<file path="config.mk">
export PLATFORM = sky130hd
export DESIGN_NAME = data_mem_arbiter
export DESIGN_NICKNAME = d
export VERILOG_FILES = /design/src/rtl/data_mem_arbiter.sv
export SDC_FILE = /design/constraint.sdc
export NUM_CORES = 1
export LEC_CHECK = 0
export CAP_MARGIN = 20
export CORE_AREA = 2 2 121 123
export DETAILED_ROUTE_END_ITERATION = 6
export DIE_AREA = 0 0 123 125
export PLACE_DENSITY = 0.5
export SETUP_SLACK_MARGIN = 0.05
export SLEW_MARGIN = 25
export SYNTH_ARGS = -nofsm -noshare
export SYNTH_HDL_FRONTEND = slang
export SYNTH_SLANG_ARGS = --single-unit
</file>
<file path="constraint.sdc">
create_clock -name i_Clock -period 2.2 [get_ports i_Clock]
set_input_delay 0.55 -clock i_Clock [delete_from_list [all_inputs] [get_ports i_Clock]]
set_output_delay 0.55 -clock i_Clock [all_outputs]
set_load 0.005 [all_outputs]
</file>
<file path="src/rtl/data_mem_arbiter.sv">
// data_mem_arbiter: two-port (core LSU / debug loader) data memory arbiter with B-starvation guard
module data_mem_arbiter #(
  parameter int STARVE_LIMIT = 8
) (
  input  logic        i_Clock,
  input  logic        i_Reset,
  input  logic        i_A_Req,
  input  logic        i_A_Write,
  input  logic [2:0]  i_A_Mode,
  input  logic [31:0] i_A_Address,
  input  logic [31:0] i_A_DataIn,
  input  logic        i_B_Req,
  input  logic        i_B_Write,
  input  logic [2:0]  i_B_Mode,
  input  logic [31:0] i_B_Address,
  input  logic [31:0] i_B_DataIn,
  output logic        o_A_Grant,
  output logic        o_A_RespValid,
  output logic [31:0] o_A_RespData,
  output logic        o_A_RespError,
  output logic        o_B_Grant,
  output logic        o_B_RespValid,
  output logic [31:0] o_B_RespData,
  output logic        o_B_RespError,
  output logic        o_Mem_WriteEnable,
  output logic        o_Mem_ReadEnable,
  output logic [2:0]  o_Mem_Mode,
  output logic [31:0] o_Mem_Address,
  output logic [31:0] o_Mem_DataIn,
  input  logic [31:0] i_Mem_DataOut,
  input  logic        i_Mem_MisalignedAccess
);
  logic [3:0] starve_count;
  logic resp_valid, resp_owner, resp_is_read, resp_error;
  logic pick_b, grant_a, grant_b, granted, sel_write, mis;
  logic [2:0] sel_mode;
  logic [31:0] sel_addr, sel_data;
  assign pick_b = i_B_Req & (~i_A_Req | (starve_count == 4'(STARVE_LIMIT)));
  assign grant_b = ~i_Reset & pick_b;
  assign grant_a = ~i_Reset & i_A_Req & ~pick_b;
  assign granted = grant_a | grant_b;
  assign o_A_Grant = grant_a;
  assign o_B_Grant = grant_b;
  assign sel_write = grant_b ? i_B_Write : i_A_Write;
  assign sel_mode = grant_b ? i_B_Mode : i_A_Mode;
  assign sel_addr = grant_b ? i_B_Address : i_A_Address;
  assign sel_data = grant_b ? i_B_DataIn : i_A_DataIn;
  // mode[1:0] distinguishes byte/half/word for both signed and unsigned loads
  assign mis = ((sel_mode[1:0] == 2'b01) & sel_addr[0]) | ((sel_mode[1:0] == 2'b10) & (sel_addr[1:0] != 2'b00));
  assign o_Mem_ReadEnable = granted & ~sel_write;
  assign o_Mem_WriteEnable = granted & sel_write & ~mis;
  assign o_Mem_Mode = granted ? sel_mode : 3'd0;
  assign o_Mem_Address = granted ? sel_addr : 32'd0;
  assign o_Mem_DataIn = granted ? sel_data : 32'd0;
  always_ff @(posedge i_Clock) begin
    if (i_Reset) begin
      starve_count <= 4'd0;
      resp_valid <= 1'b0;
      resp_owner <= 1'b0;
      resp_is_read <= 1'b0;
      resp_error <= 1'b0;
    end else begin
      starve_count <= (i_B_Req & ~grant_b) ? starve_count + 4'd1 : 4'd0;
      resp_valid <= granted;
      resp_owner <= grant_b;
      resp_is_read <= granted & ~sel_write;
      resp_error <= granted & (sel_write ? mis : i_Mem_MisalignedAccess);
    end
  end
  assign o_A_RespValid = resp_valid & ~resp_owner;
  assign o_B_RespValid = resp_valid & resp_owner;
  assign o_A_RespError = o_A_RespValid & resp_error;
  assign o_B_RespError = o_B_RespValid & resp_error;
  assign o_A_RespData = (o_A_RespValid & resp_is_read & ~resp_error) ? i_Mem_DataOut : 32'd0;
  assign o_B_RespData = (o_B_RespValid & resp_is_read & ~resp_error) ? i_Mem_DataOut : 32'd0;
endmodule
</file>
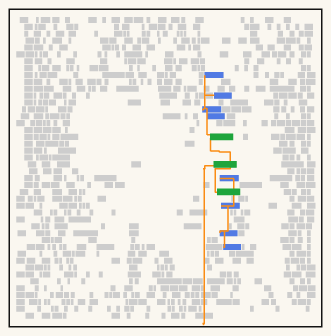
*Routed clock nets over the placement*
[blue] flip-flops | count: 8
[green] clock drivers | count: 3
[orange] clock wires | length: 183 um
routed clock nets: 4

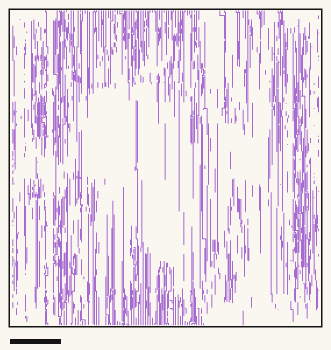
*Signal wires on met2*
Bar = 20 um.
nets with wire on the layer: 760
share of all routed wire: 56%
longest straight run: 54.1 um

==> results.cfg <==
; physical design summary
[worst_setup_path]
max_stage_delay_ns = 0.38
worst_ep_required_time_ns = 1.65
critical-path-top-cell-by-count = sky130_fd_sc_hd__buf_6
critical_path_top_delay_cell = sky130_fd_sc_hd__a211o_4
worst-path-max-fanout = 5
critical_path_type = register to output port
timing.critical_path.cells = inv_2, ha_4, nand3b_4, a211o_4, inv_8, buf_12, buf_6, buf_6, nand2_2, a21oi_2, buf_2
endpoint_kind = output port
worstSetupStartpointType = register
worstPathArrival_ns = 1.96

[drt]
dr.first_iter.drc_count = 57
drt_pre_antenna_iters = 6
detailroute.wirelength.met3_mm = 1.28
wl_met1_mm = 4.92
detailroute.via_count = 3773
top_routing_layer_in_use = met4
drt-vias-per-instance = 4.19
drc_violation_count_after_routing = 0
postRouteWirelength_mm = 14.4
ant_nets = 0
routed-wl-met2_mm = 8.01
detail_route.wl_per_cell_um = 16.0

[final_layout]
reg_with_most_ffs = starve_count
areaGrowthSynthToFinish_pct = 220
largest_reg_flops = 4
final_area_um2 = 6000
post_layout_nonfiller_instances = 900
post_layout_nets = 893
final_layout_size_suffix_gt1_share_pct = 43.2
final_common_cell = sky130_fd_sc_hd__clkdlybuf4s50_1
commonest_non_fill_non_tap_cells_in_the_layout = 173 x sky130_fd_sc_hd__clkdlybuf4s50_1, 96 x sky130_fd_sc_hd__nand2_1, 87 x sky130_fd_sc_hd__buf_2
post-route-util_pct = 42.2
num_antenna_cells = 0

[synthesis]
netlist.area_leader.share_pct = 27.6
synthDominantAreaCellType = sky130_fd_sc_hd__nand2_1
ys_ff = 8
post_synth_and_or_nand_nor_area_fraction_pct = 57.8
yosys_chip_area_um2 = 1880
netlist_area_um2 = 1880
synthArstFlopShare_pct = 0
flop_cell = sky130_fd_sc_hd__dfxtp_1
xor_share_pct = 1.40
top_cells_by_area = sky130_fd_sc_hd__nand2_1 28%, sky130_fd_sc_hd__and2_1 22%, sky130_fd_sc_hd__a21oi_1 18%, sky130_fd_sc_hd__dfxtp_1 8.5%, sky130_fd_sc_hd__clkbuf_1 3.6%
ys_top_cells_by_count = 138 x sky130_fd_sc_hd__nand2_1, 69 x sky130_fd_sc_hd__a21oi_1, 66 x sky130_fd_sc_hd__and2_1
post_synthesis_instance_total = 353
enable_flop_cells = 0
sequential_fraction_of_the_synthesis_area_pct = 8.53
yosys_warnings = 0
ys_sh_adder_pct = 1.33
number_of_nets_produced_by_synthesis = 528
aoi_share_pct = 20.5
main_kind_of_combinational_logic_by_area = simple AND/OR/NAND/NOR gates
muxShareOfSynthArea_pct = 0.533
netlist.top_cell.by_instances = sky130_fd_sc_hd__nand2_1
synth_cell_type_count = 30
yosys-stat-cells = 353
avgSynthCellArea_um2 = 5.32

[sta]
fmax_ghz = 0.398
hold_violations = 0
finalWorstPathRequiredPeriod_ns = 2.51
setup_repair_after_global_routing_missed_its_margin = yes
layout_setup_ws_ns = -0.314
worst_pin_slew_ns = 0.275
timing.final.max_slew_violations = 0
worst_hold_margin_ns = 0.523
setup_tns_ns = -14.59
period_used_pct = 114
fin_skew_ns = 0.000554
setup_viols_final = 70
relSlewSlack_pct = 81.5

[grt]
grt.met2_usage_pct = 34.8
global_route.peak_usage_layer = met2
grt_pass1_wl_mm = 20.3
overflow = 0
grt_max_degree = 43
grtUsageMet3_pct = 3.88
use_met1_pct = 16.2
number_of_global_route_vias_before_repair = 3866
antenna_found_initial = 0
track_usage_pct = 16.8

[power]
clockPowerShare_pct = 22.9
power.share.combinational_pct = 65.2
cell_internal_pwr_w = 0.000919
total_power_w = 0.00131
power_leader = combinational logic
p_clk_w = 0.000301
power.net_switching_w = 0.000394
switching_share_pct = 30.0
p_leak_nw = 2.94
sequentialPowerShare_pct = 11.9
p_comb_w = 0.000856
powerDensity_nw_per_um2 = 219
power.sequential.total_w = 0.000156
vdd.ir_drop.worst_v = 0.0000997

[placement]
finalWeightedCongestion = 0.830
dp.cells = 851
detailedPlace.worstSlack_ns = -0.907
dpl.hpwl_mm = 10.3
placed_area_um2 = 5410
io_buffer_count = 311

[clock_network]
clock-root-buffer = sky130_fd_sc_hd__clkbuf_16
clock.latency.late_pin_ns = 0.23
clk_pin_slew_ns = 0.04
ctsLongestPathBuffers = 2
cts.repair.resized = 499
cts_hold_buffers = 0
cts_sinks = 8
cts_made_buffers = 3
cts-htree-levels = 1
cts_tree = built
post-cts-setup-buffers = 31

[die]
area_of_the_core_um2 = 14200
row_count = 44
num_io_pins = 312
die_h_um = 125
die-width_um = 123
chipArea_um2 = 15400
floorplanUtilization_pct = 13.2

[status]
status = complete, but fails checks
failed_checks = setup timing

[worst_hold_path]
holdCritPathClass = register to register

[flow_run]
warnings = 29
drv_cap = 0
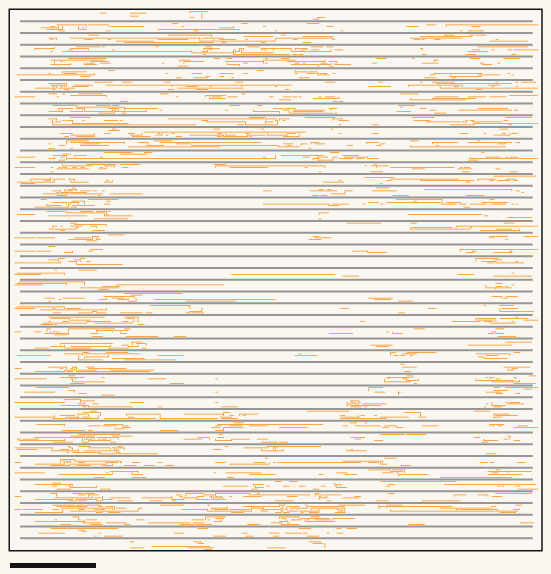
*The metal 1 layer*
Bar = 20 um. Supply wires on this layer in gray.
longest straight run: 48.3 um
main direction: horizontal

==> critical path: cells and delay by family (launching register included) <==
family          cells  cell delay, ns
flops               1            0.31
compound gates      2            0.52
simple gates        2            0.14
buf+inv             6            0.60
fa+ha+maj           1            0.14
==> worst paths after layout <==
kind                            depth (start not counted)  slack, ns           endpoint             from
worst min-delay path                                    2       0.52    starve_count[0]  starve_count[0]
worst max-delay path                                   11      -0.31  o_Mem_Address[25]  starve_count[0]
worst max register to register                          9       0.47         resp_error  starve_count[0]
worst min register to register                          2       0.52    starve_count[0]  starve_count[0]
==> area by class of cell <==
cell class | count | area (um2)
clock buffer | 3 | 75.1
fill | 1506 | 8200
inverter | 9 | 41.3
multi-input combinational | 308 | 1910
sequential | 8 | 165
tap | 184 | 230
timing repair buffer | 387 | 3560
timing repair inverter | 1 | 11.3
